## config.mk

```make
export PLATFORM = sky130hd
export DESIGN_NAME = fir_pk_meter
export DESIGN_NICKNAME = d
export VERILOG_FILES = /design/src/rtl/fir_pkg.sv /design/src/rtl/strobe_edge.sv /design/src/rtl/fir_pk_meter.sv
export SDC_FILE = /design/constraint.sdc
export NUM_CORES = 1
export LEC_CHECK = 0
export CAP_MARGIN = 20
export CORE_ASPECT_RATIO = 1.4
export CORE_MARGIN = 2
export CORE_UTILIZATION = 35
export DETAILED_ROUTE_END_ITERATION = 10
export PLACE_DENSITY_LB_ADDON = 0.2
export SYNTH_ARGS = -nofsm -noshare
export SYNTH_HDL_FRONTEND = slang
export SYNTH_SLANG_ARGS = --single-unit
```

## constraint.sdc

```tcl
create_clock -name ck -period 6.6 [get_ports ck]
set_input_delay 1.98 -clock ck [delete_from_list [all_inputs] [get_ports ck]]
set_output_delay 1.98 -clock ck [all_outputs]
set_load 0.005 [all_outputs]
```

## src/rtl/fir_pkg.sv

```systemverilog
// Shared types for the FIR output-side blocks.
package fir_pkg;
  localparam int SIZE = 16;

  typedef logic signed [SIZE-1:0] sample_t;
  typedef logic [SIZE:0]          pkpk_t;
  typedef enum logic {EMPTY, ACC} meter_state_t;
endpackage

```

## src/rtl/strobe_edge.sv

```systemverilog
// Rising-edge detector: rise is high in the first cycle a level goes high.
module strobe_edge (
  input  logic ck,
  input  logic rst,
  input  logic level,
  output logic rise
);
  logic level_q;

  always_ff @(posedge ck or negedge rst) begin
    if (!rst) level_q <= 1'b0;
    else      level_q <= level;
  end

  assign rise = level & ~level_q;
endmodule

```

## src/rtl/fir_pk_meter.sv

```systemverilog
// Windowed max/min/peak-to-peak meter on the FIR output stream.
module fir_pk_meter #(
  parameter int SIZE   = 16,
  parameter int WINDOW = 64
) (
  input  logic                          ck,
  input  logic                          rst,
  input  logic signed [SIZE-1:0]        out,
  input  logic                          output_ready,
  input  logic                          clear,
  output logic signed [SIZE-1:0]        peak_max,
  output logic signed [SIZE-1:0]        peak_min,
  output logic [SIZE:0]                 pk_pk,
  output logic                          result_valid,
  output logic [$clog2(WINDOW+1)-1:0]   sample_count
);
  import fir_pkg::*;

  localparam int            CW   = $clog2(WINDOW+1);
  localparam logic [CW-1:0] LAST = CW'(WINDOW-1);

  logic accept;

  strobe_edge u_edge (
    .ck    (ck),
    .rst   (rst),
    .level (output_ready),
    .rise  (accept)
  );

  meter_state_t           state_q, state_d;
  logic [CW-1:0]          cnt_q, cnt_d;
  logic signed [SIZE-1:0] max_q, max_d, min_q, min_d;
  logic signed [SIZE-1:0] pmax_q, pmax_d, pmin_q, pmin_d;
  logic [SIZE:0]          pkpk_q, pkpk_d;
  logic                   valid_q, valid_d;
  logic signed [SIZE-1:0] nmax, nmin;

  // Running extremes including the current sample; EMPTY seeds both.
  always_comb begin
    nmax = max_q;
    nmin = min_q;
    if (state_q == EMPTY) begin
      nmax = out;
      nmin = out;
    end else begin
      if (out > max_q) nmax = out;
      if (out < min_q) nmin = out;
    end
  end

  always_comb begin
    state_d = state_q;
    cnt_d   = cnt_q;
    max_d   = max_q;
    min_d   = min_q;
    pmax_d  = pmax_q;
    pmin_d  = pmin_q;
    pkpk_d  = pkpk_q;
    valid_d = 1'b0;
    if (clear) begin
      state_d = EMPTY;
      cnt_d   = '0;
    end else if (accept) begin
      max_d = nmax;
      min_d = nmin;
      if (cnt_q == LAST) begin
        pmax_d  = nmax;
        pmin_d  = nmin;
        // Sign-extend both so max-min always fits unsigned in SIZE+1 bits.
        pkpk_d  = {nmax[SIZE-1], nmax} - {nmin[SIZE-1], nmin};
        valid_d = 1'b1;
        cnt_d   = '0;
        state_d = EMPTY;
      end else begin
        cnt_d   = cnt_q + CW'(1);
        state_d = ACC;
      end
    end
  end

  always_ff @(posedge ck or negedge rst) begin
    if (!rst) begin
      state_q <= EMPTY;
      cnt_q   <= '0;
      max_q   <= '0;
      min_q   <= '0;
      pmax_q  <= '0;
      pmin_q  <= '0;
      pkpk_q  <= '0;
      valid_q <= 1'b0;
    end else begin
      state_q <= state_d;
      cnt_q   <= cnt_d;
      max_q   <= max_d;
      min_q   <= min_d;
      pmax_q  <= pmax_d;
      pmin_q  <= pmin_d;
      pkpk_q  <= pkpk_d;
      valid_q <= valid_d;
    end
  end

  assign peak_max     = pmax_q;
  assign peak_min     = pmin_q;
  assign pk_pk        = pkpk_q;
  assign result_valid = valid_q;
  assign sample_count = cnt_q;
endmodule

```

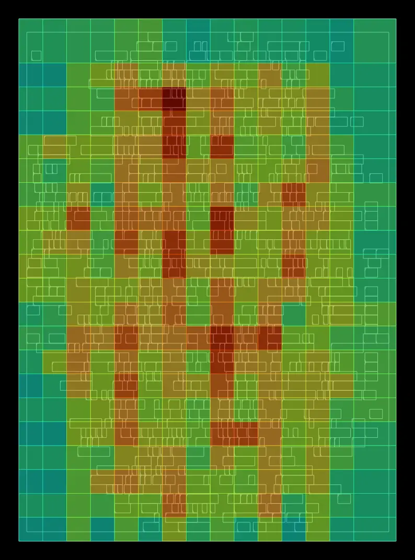
**Above:** run 1 (track usage over the die).
met2 global-route usage: 32.75%
GR met1 Demand/Resource: 25.74%
WL per Instance: 15.31 µm
GR peak layer: met2
grt met3 use: 2.597%

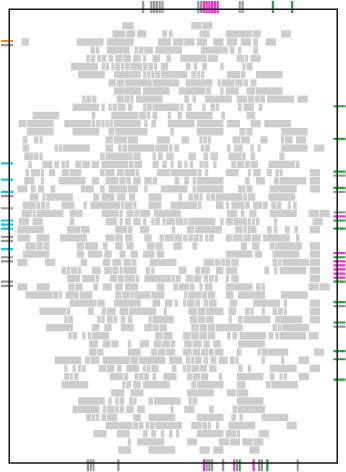
**Above:** run 1 (pin map).
Drawn at 3 px/µm. Pins as bars across the die edge, other pins in gray.
color	port	pins	direction	edge
green	pk_pk	17	output	13 right, 2 top, 2 bottom
cyan	sample_count	7	output	left
magenta	peak_max	16	output	7 right, 6 top, 3 bottom
orange	ck	1	input	left

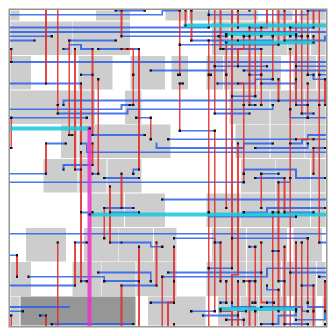
**Above:** run 1 (zoomed window).
Region (42, 33) to (67, 58) µm. Cells in gray, sequential cells in the stronger gray; small squares are vias.
color	layer
blue	M1
red	M2
cyan	M3
magenta	M4
cells with their middle in the window	50
most frequent	buf_4 (20), inv_1 (6), a21oi_1 (3)
sequential cells in the window	1
netlist names of flops here include	max_q (1)

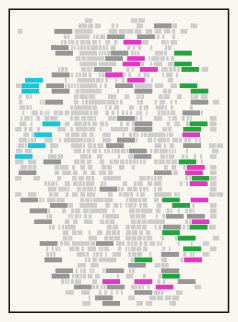
**Above:** run 1 (where the registers sit).
Drawn at 2 px/µm.
color	name in the netlist	flops
magenta	peak_max	16
cyan	sample_count	7
green	pk_pk	17
not colored	51

## run 1: through the flow
| step | TNS (ns) | total power [W] | cells |
|---|---|---|---|
| 2_1_floorplan | -0.02723 | 0.001002 | 630 |
| 3_3_place_gp | -2.956 | 0.001240 | 954 |
| 3_5_place_dp | -3.846 | 0.001252 | 954 |
| 4_1_cts | 0 | 0.001848 | 986 |
| 5_1_grt | -0.2258 | 0.002003 | 989 |
| 6_report | 0 | 0.001876 | 989 |
## run 1: area by class of cell
class	instances	area share, %
Clock buffer	10	3.000
Tap cell	192	3.148
Clock inverter	6	0.9344
Timing Repair Buffer	176	20.08
Sequential cell	91	29.84
Multi-Input combinational cell	460	40.34
Inverter	54	2.656
## run 1: what timing repair did
action,CTS,global route
resized,24,39
pin swaps,13,24
endpoints found under the setup margin,7,9
setup buffers,16,3
==> out/metrics.cfg, run 1 <==
[clock_tree]
clock-sinks=91

[critical_path]
slowest_delay_ns=0.35
path_depth=23
crit_path_cell_trace=dlygate4sd2_1 -> buf_4 -> ha_4 -> nand4_1 -> nor2_1 -> or3_1 -> a31o_2 -> or2_4 -> a21oi_4 -> inv_1 -> ha_1 -> nor2b_1 -> o21a_1 -> o21ai_1 -> a211o_1 -> o32a_1 -> o211ai_1 -> maj3_2 -> a31oi_2 -> buf_4 -> o211ai_1 -> mux2i_1 -> o21ai_1
worst_setup_path_start_kind=primary input
crit_type=in2reg
rr_startpoint=min_q[8]$_DFFE_PN0P_

[drt]
drc=0
wl_mm=15.14
wl_met3_um=433

[outcome]
status=completed

[yosys]
netlist-cell-type-count=62
ys_sh_adder_pct=11.02
mux_share_pct=1.139
compound_area_share_pct=20.06
yosys.area.top_type=dfrtp_1

[sta]
period_used_pct=97.03
holdWs_ns=0.4673

[pwr]
intPower_w=0.001242
p_per_area_nw_per_um2=245.8

[layout]
antenna_cells=0

[grt]
grt_max_degree=62

[floorplanning]
rows=53
dieArea_um2=16400

[run]
openroad.warnings=27

[placed_design]
portBuffers=76

**Run 1: selected gate families**

Drawn at 2 px/µm.
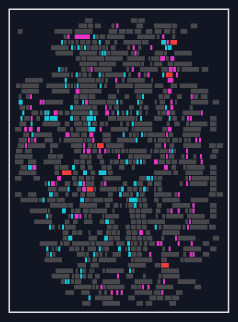

--- run 2 (diff from run 1) ---
- ABC_AREA: not set -> 1
- CTS_CLUSTER_SIZE: not set -> 12
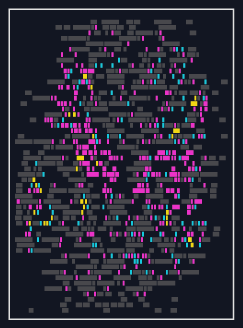
**Above:** run 2 (selected gate families).
Drawn at 2 px/µm.
color	family	cells
yellow	nor cells	29
magenta	nand cells	291
cyan	inv cells	103

==> run 2 against run 1 <==
  * Flip-flop count stayed put
  * Utilization is 6.2 points lower
  * Power is 7.5% lower
  * Design area is 8.7% lower
  * Via count is 1.3% lower
  * Clock-buffer cell count stayed put
  * Wire length is 2.4% lower
==> out/metrics.cfg, run 2 <==
[outcome]
status=completed

[pwr]
intPower_w=0.001116  ; -10%
p_per_area_nw_per_um2=248.8  ; +1.2%
p_total_w=0.001734  ; -7.5%

[critical_path]
path_depth=30  ; +30%
rr_startpoint=max_q[7]$_DFFE_PN0P_
rrSetupSlack_ns=2.53
worst_setup_path_start_kind=primary input
slowest_delay_ns=0.52  ; +0.17 ns
crit_type=in2reg

[run]
openroad.warnings=26  ; -3.7%
cap_violations=0

[clock_tree]
post_cts_buffers=0  ; -16
insertion_delay_ns=0.35
cts-root-buf=clkbuf_16
clock-sinks=91  ; unchanged
cts-resized-gates=0  ; -100%
ctsHtreeMaxLevel=3

[yosys]
edf_count=0
netlist-cell-type-count=38  ; -39%
avgSynthCellArea_um2=7.698
yosys.area.top_type=dfrtp_1

[placed_design]
dp_slack_ns=0.3094
dpl.cell_count=998  ; +4.6%
portBuffers=76  ; unchanged

[floorplanning]
fp_util_pct=36.00
dieArea_um2=17170  ; +4.7%
rows=54  ; +1.9%

[grt]
grt_max_degree=65  ; +4.8%
met2_usage_pct=27.73  ; -5.0 points
use_met3_pct=3.409  ; +0.81 points
top_usage_layer=met2
grt_pass1_vias=4743
gr-usage-met1_pct=24.89  ; -0.85 points

[sta]
grt_setup_unrepaired=no
tns_ns=0  ; unchanged
period_used_pct=88.71  ; -8.3 points
period_needed_ns=5.855
holdWs_ns=0.4811  ; +0.01379 ns
finClkSkew_ns=0.01096

[drt]
routedWlPerCell_um=14.58  ; -4.8%
wl_mm=14.78  ; -2.4%
drc=0  ; unchanged
wl_met3_um=605  ; +40%

[worst_hold_path]
holdCritPathClass=reg2reg

[layout]
instances_no_fill=1014  ; +2.5%
antenna_cells=0  ; unchanged
fin_nets=879

==> run 2: netlist changes by cell type in the layout (fill, tap and decap cells not counted), sizes merged, moves of 9 or more <==
cell           before  now
a21oi              77   22
buf               101   17
clkdlybuf4s50      61   75
dlymetal6s2s       10    0
inv                55  105
nand2              76  239
nand2b              9    0
nand3               7   37
nor2               72   22
nor3               16    7
o21ai              62  107
==> run 2: cell type report <==
cell class                 count  area (µm²)
clock buffer                  10       239.0
clock inverter                 6       71.32
fill                        1602        8705
inverter                     103       386.6
multi-input combinational    516        2873
sequential                    91        2277
tap                          196       245.2
timing repair buffer          92       878.3
==> run 2: logic make-up after synthesis <==
group	Yosys count	synth area share, %
simple gates	321	26.23
compound gates	140	12.95
buf+inv	126	8.736
flops	91	40.35
fa+ha+maj	46	10.33
xor+xnor	9	1.397
Power figures rest on the tool's default switching activity, not on a simulated workload.
